--- src/rtl/my_press_classifier.sv ---
// my_press_classifier
// Turns the debounced press pulse and the synchronised button level into one
// of three single-cycle action pulses: short press, long press, double press.
// A short press is only reported once the double-press window has expired, so
// its pulse lags the release by the length of that window.

module my_press_classifier #(
   parameter int LONG_CYCLES = 100,  // held cycles after the press that make a long press
   parameter int GAP_CYCLES  = 30,   // cycles after release that still accept a second press
   parameter int CNT_WIDTH   = 8     // must hold max(LONG_CYCLES, GAP_CYCLES)
) (
   input  logic       clock,
   input  logic       reset_n,
   input  logic       press_pulse,
   input  logic       button_level,
   output logic       short_press,
   output logic       long_press,
   output logic       double_press,
   output logic       busy,
   output logic [2:0] state_dbg
);

   // State encodings are visible on state_dbg, so they are fixed explicitly.
   typedef enum logic [2:0] {
      ST_IDLE      = 3'd0,
      ST_HELD1     = 3'd1,
      ST_WAIT2     = 3'd2,
      ST_LONG_HOLD = 3'd3,
      ST_WAIT_REL  = 3'd4
   } state_e;

   // Compare values are the last count before the event, so cnt never has to
   // reach LONG_CYCLES or GAP_CYCLES itself and can never wrap.
   localparam logic [CNT_WIDTH-1:0] LONG_LAST = CNT_WIDTH'(LONG_CYCLES - 1);
   localparam logic [CNT_WIDTH-1:0] GAP_LAST  = CNT_WIDTH'(GAP_CYCLES - 1);
   localparam logic [CNT_WIDTH-1:0] CNT_ZERO  = {CNT_WIDTH{1'b0}};
   localparam logic [CNT_WIDTH-1:0] CNT_ONE   = {{(CNT_WIDTH-1){1'b0}}, 1'b1};

   state_e               state_q;
   state_e               state_d;
   logic [CNT_WIDTH-1:0] cnt_q;
   logic [CNT_WIDTH-1:0] cnt_d;
   logic                 short_q;
   logic                 short_d;
   logic                 long_q;
   logic                 long_d;
   logic                 double_q;
   logic                 double_d;
   logic                 busy_q;
   logic                 busy_d;

   // Next-state, counter and pulse decode; pulses default low so each lasts one cycle.
   always_comb begin
      state_d  = state_q;
      cnt_d    = cnt_q;
      short_d  = 1'b0;
      long_d   = 1'b0;
      double_d = 1'b0;

      case (state_q)
         ST_IDLE: begin
            // The level is not checked here: a pulse with the level already
            // low still starts an action, and HELD1 sees the release next edge.
            if (press_pulse) begin
               state_d = ST_HELD1;
               cnt_d   = CNT_ZERO;
            end else begin
               state_d = ST_IDLE;
            end
         end

         ST_HELD1: begin
            if (!button_level) begin
               state_d = ST_WAIT2;
               cnt_d   = CNT_ZERO;
            end else if (cnt_q == LONG_LAST) begin
               state_d = ST_LONG_HOLD;
               long_d  = 1'b1;
            end else begin
               cnt_d   = cnt_q + CNT_ONE;
            end
         end

         ST_LONG_HOLD: begin
            // Long press already reported; just wait out the hold.
            if (!button_level) begin
               state_d = ST_IDLE;
            end else begin
               state_d = ST_LONG_HOLD;
            end
         end

         ST_WAIT2: begin
            // A press on the timeout edge still counts as a double press.
            if (press_pulse) begin
               state_d  = ST_WAIT_REL;
               double_d = 1'b1;
            end else if (cnt_q == GAP_LAST) begin
               state_d  = ST_IDLE;
               short_d  = 1'b1;
            end else begin
               cnt_d    = cnt_q + CNT_ONE;
            end
         end

         ST_WAIT_REL: begin
            // Second press of a double: however long it is held, no long press.
            if (!button_level) begin
               state_d = ST_IDLE;
            end else begin
               state_d = ST_WAIT_REL;
            end
         end

         default: begin
            state_d = ST_IDLE;
            cnt_d   = CNT_ZERO;
         end
      endcase

      busy_d = (state_d != ST_IDLE);
   end

   // State, counter and all outputs are registered together; reset abandons any action.
   always_ff @(posedge clock or negedge reset_n) begin
      if (!reset_n) begin
         state_q  <= ST_IDLE;
         cnt_q    <= CNT_ZERO;
         short_q  <= 1'b0;
         long_q   <= 1'b0;
         double_q <= 1'b0;
         busy_q   <= 1'b0;
      end else begin
         state_q  <= state_d;
         cnt_q    <= cnt_d;
         short_q  <= short_d;
         long_q   <= long_d;
         double_q <= double_d;
         busy_q   <= busy_d;
      end
   end

   assign short_press  = short_q;
   assign long_press   = long_q;
   assign double_press = double_q;
   assign busy         = busy_q;
   assign state_dbg    = state_q;

endmodule

--- config.mk ---
export PLATFORM = sky130hd
export DESIGN_NAME = my_press_classifier
export DESIGN_NICKNAME = d
export VERILOG_FILES = /design/src/rtl/my_press_classifier.sv
export SDC_FILE = /design/constraint.sdc
export NUM_CORES = 1
export LEC_CHECK = 0
export CAP_MARGIN = 20
export CORE_ASPECT_RATIO = 0.9
export CORE_UTILIZATION = 50
export CTS_CLUSTER_SIZE = 14
export DETAILED_ROUTE_END_ITERATION = 10
export PLACE_DENSITY = 0.73
export SYNTH_ARGS = -nofsm -noshare
export SYNTH_HDL_FRONTEND = slang
export SYNTH_SLANG_ARGS = --single-unit
--- constraint.sdc ---
create_clock -name clock -period 4.16 [get_ports clock]
set_clock_uncertainty 0.2 [all_clocks]
set_input_delay 0.416 -clock clock [delete_from_list [all_inputs] [get_ports clock]]
set_output_delay 0.416 -clock clock [all_outputs]
set_load 0.03 [all_outputs]
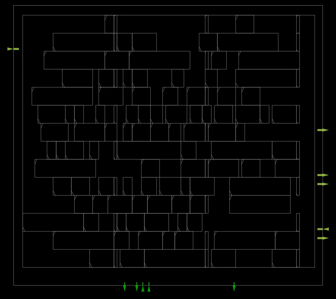
*Placed standard cells, run 1*
Placeable Area: 1680 um2
Layout Cells excl Fill: 124

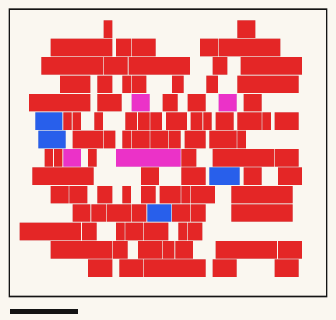
*Drive-strength map, run 1*
The bar under the picture is 10 um long.
legend:
  x2:
    color: blue
    cells: 4
    share: 4.0%
  x1 and smaller:
    color: red
    cells: 92
    share: 92%
  x3 and x4:
    color: magenta
    cells: 4
    share: 4.0%
Layout Cell Area excl Fill: 1040 um2
synthesis-to-layout area growth: 15.1%

==> ci_impl_report.md, run 1 <==
### Yosys + OpenROAD results

| Metric | Value |
|---|---|
| Status | complete, no violations |
| Commonest cells in the netlist | 15 x dfrtp_1, 8 x nand2_1, 7 x nand2b_1 |
| Power Total | 591 uW |
| Synth Instances | slightly below 90 |
| MI comb area | 498 um2 |
| Die area | 1980 um2 |
| XORs/XNORs by Area | 0 |
| Antenna Violating Nets Remaining | 0 |
| Initial antenna violation count | 0 |
| Post_cts resized | 0 |
| Top power group | combinational cells |
| Fa+ha+maj area frac | 0.0278 |
| YS chip area | 901 um2 |
| Least-Margin Pin Slew | 671 ps |
| Yosys simple share | 0.278 |
| Most used logic cell in the final layout | dfrtp_1 |
| WL/cell | 14.0 um |
| Worst reg2reg setup slack | 2090 ps |
| Crit. Startpoint | state_dbg[1] |
| Delay-heaviest family, CP | buffers and inverters |
| Period minus WS final | 2240 ps |
| Combinational power | 284 uW |
| Pwr/cell area | 570 nW/um2 |
| FMAX | 0.446 GHz |
| Min-delay worst type | in2async |
| Top reg by flops | cnt_q |
| Max-area cell class | logic gates |
| Hold WS | about 340 ps |
| CTS root buffer | clkbuf_4 |
| Sequential power share | 0.382 |
| MUX share of area | 0.0583 |
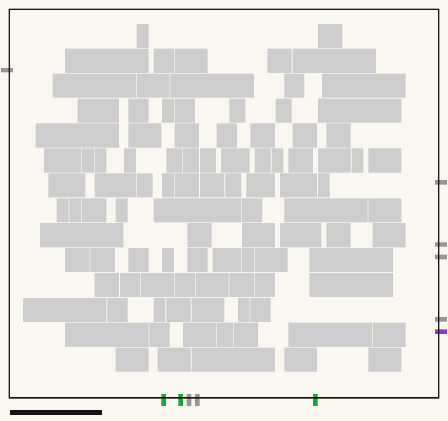
*Ports around the boundary, run 1*
The bar under the picture is 10 um long. Pins as bars across the die edge, other pins in gray.
legend:
  `busy`:
    color: purple
    pins: 1
    direction: output
    edge: east
  `state_dbg`:
    color: green
    pins: 3
    direction: output
    edge: south
all pins by edge: 5 east, 5 south, 1 west
die height: 42.3 um
number of buffers added on ports: 10
Die X: 46.7 um

### Wiring by layer, run 1

The bar under the picture is 10 um long.
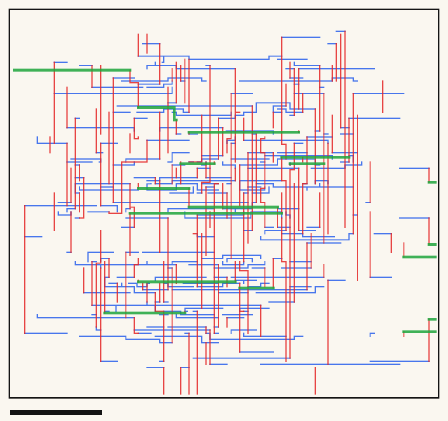

==> run 1 -> run 2 <==
==> constraint.sdc (replaced) <==
create_clock -name clock -period 2.1 [get_ports clock]
set_clock_uncertainty 0.2 [all_clocks]
set_input_delay 0.21 -clock clock [delete_from_list [all_inputs] [get_ports clock]]
set_output_delay 0.21 -clock clock [all_outputs]
set_load 0.03 [all_outputs]
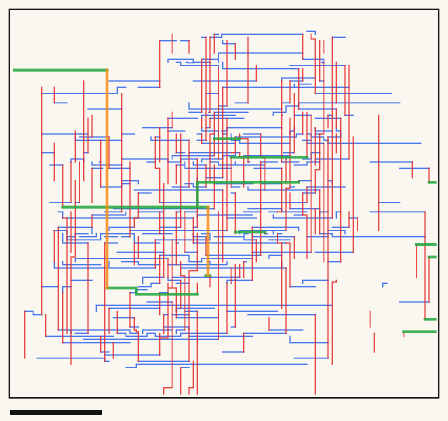
*Wiring by layer, run 2*
The bar under the picture is 10 um long.
legend:
  M1:
    color: blue
    wire_length: 921 um
  M2:
    color: red
    wire_length: 881 um
  M4:
    color: orange
    wire_length: 31.3 um
  M3:
    color: green
    wire_length: 72.9 um
final WL: 1.91 mm
WL/cell: 14.1 um
Vias: 770

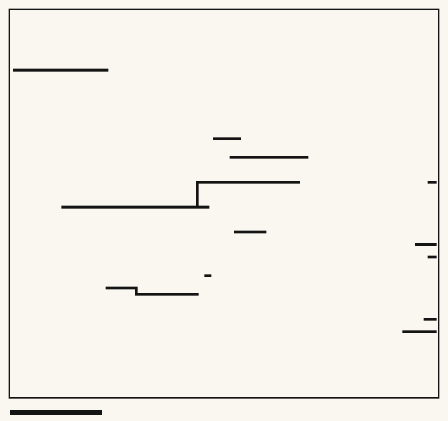
*Metal 3, run 2*
The bar under the picture is 10 um long.
share of all routed wire: 3.8%
wire length on this layer: 72.9 um
nets with wire on the layer: 10
main direction: horizontal
met3 global-route usage: 0.0776

==> run 2 against run 1 <==
Effect of this change:
- power up 120%
- register-to-register slack got worse by 2000 ps
- area after synthesis stayed put
- clock-buffer cell count shrank 1
- clock power rose by 100%
- synthesized cell count is the same
- critical endpoint is now cnt_q[2]
==> ci_impl_report.md, run 2 <==
### Yosys + OpenROAD results

| Metric | Value |
|---|---|
| Status | complete, no violations |
| Crit. Startpoint | cnt_q[0] |
| Power Total | 1.29 mW |
| Fa+ha+maj area frac | 0.0278 |
| Synth Instances | 89 |
| Synthesis-to-layout area growth | 24.9% |
| Pwr/cell area | 1150 nW/um2 |
| Period minus WS final | 2050 ps |
| Yosys simple share | 0.278 |
| Max-area cell class | logic gates |
| Placeable Area | approximately 1700 um2 |
| Largest area contributor in the netlist | dfrtp_1 |
| Layout Cells excl Fill | 135 |
| Min-delay worst type | in2async |
| MUX share of area | 0.0583 |
| FMAX | approximately 0.49 GHz |
| Die area | 1980 um2 |
| Antenna Violating Nets Remaining | 0 |
| Worst reg2reg setup slack | 50 ps |
| Top reg by flops | cnt_q |
| Least-Margin Pin Slew | roughly 670 ps |
| Delay-heaviest family, CP | AND-OR/OR-AND gates |
| CTS root buffer | clkbuf_4 |
| DRC viols | 0 |
| Number of buffers added on ports | 10 |
| Initial antenna violation count | 0 |
| Most used logic cell in the final layout | dfrtp_1 |
| Sequential power share | 0.331 |
| MI comb area | 502 um2 |
### Ports around the boundary, run 2

The bar under the picture is 10 um long. Pins as bars across the die edge, other pins in gray.
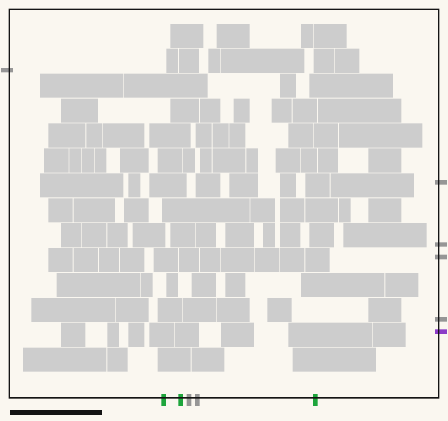

==> run 2 -> run 3 <==
--- a/config.mk
+++ b/config.mk
@@ -11,6 +11,7 @@
 export CTS_CLUSTER_SIZE = 14
 export DETAILED_ROUTE_END_ITERATION = 10
 export PLACE_DENSITY = 0.73
+export REMOVE_ABC_BUFFERS = 1
 export SYNTH_ARGS = -nofsm -noshare
 export SYNTH_HDL_FRONTEND = slang
 export SYNTH_SLANG_ARGS = --single-unit
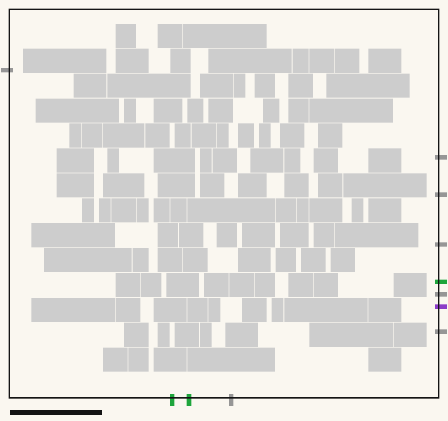
*Ports around the boundary, run 3*
The bar under the picture is 10 um long. Pins as bars across the die edge, other pins in gray.
legend:
  `busy`:
    color: purple
    pins: 1
    direction: output
    edge: east
  `state_dbg`:
    color: green
    pins: 3
    direction: output
    edge: 2 south, 1 east
all pins by edge: 7 east, 3 south, 1 west

==> run 3 against run 2 <==
Effect of this change:
- clock-buffer cell count rose by 1
- sequential share of layout area rose by 0.074 points
- power barely moved
- sequential power barely moved
- critical path depth rose by 1
- maximum frequency fell by 0.13%
- global-route usage fell by 0.20 points
- core utilization rose by 0.30 points
- via count rose by 1.9%
- critical endpoint is now cnt_q[0]
==> ci_impl_report.md, run 3 <==
### Yosys + OpenROAD results

| Metric | Value |
|---|---|
| Combinational power | 698 uW |
| Layout Cell Area excl Fill | 1130 um2 |
| Final WL | 1.86 mm |
| Pwr/cell area | approximately 1100 nW/um2 |
| CTS root buffer | clkbuf_4 |
| Synthesis-to-layout area growth | 25.4% |
| Min-delay worst type | in2async |
| Initial antenna violation count | 0 |
| Top reg by flops | cnt_q |
| Status | complete, no violations |
| Die X | 46.7 um |
| Period minus WS final | between 2000 and 2500 ps |
| Vias | 785 |
| Worst reg2reg setup slack | 50 ps |
| WL/cell | 13.7 um |
| Synth Instances | 89 |
| Most used logic cell in the final layout | dfrtp_1 |
| Largest area contributor in the netlist | dfrtp_1 |
| FMAX | approximately 0.49 GHz |
| Max-area cell class | logic gates |
| Antenna Violating Nets Remaining | 0 |
| Hold WS | 134 ps |
| Power Total | 1.29 mW |
| Met3 global-route usage | 0.0517 |
| Delay-heaviest family, CP | AND-OR/OR-AND gates |
| XORs/XNORs by Area | 0 |
| Post_cts resized | 0 |
| Fa+ha+maj area frac | 0.0278 |
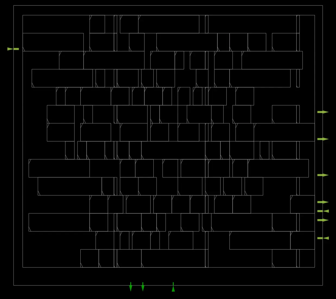
*Placed standard cells, run 3*
Finished Core Util: 0.672
fillers: 149
# Taps: 24
Layout Cells excl Fill: 136
flop count: 15

Power is estimated from default activity; no workload was simulated.
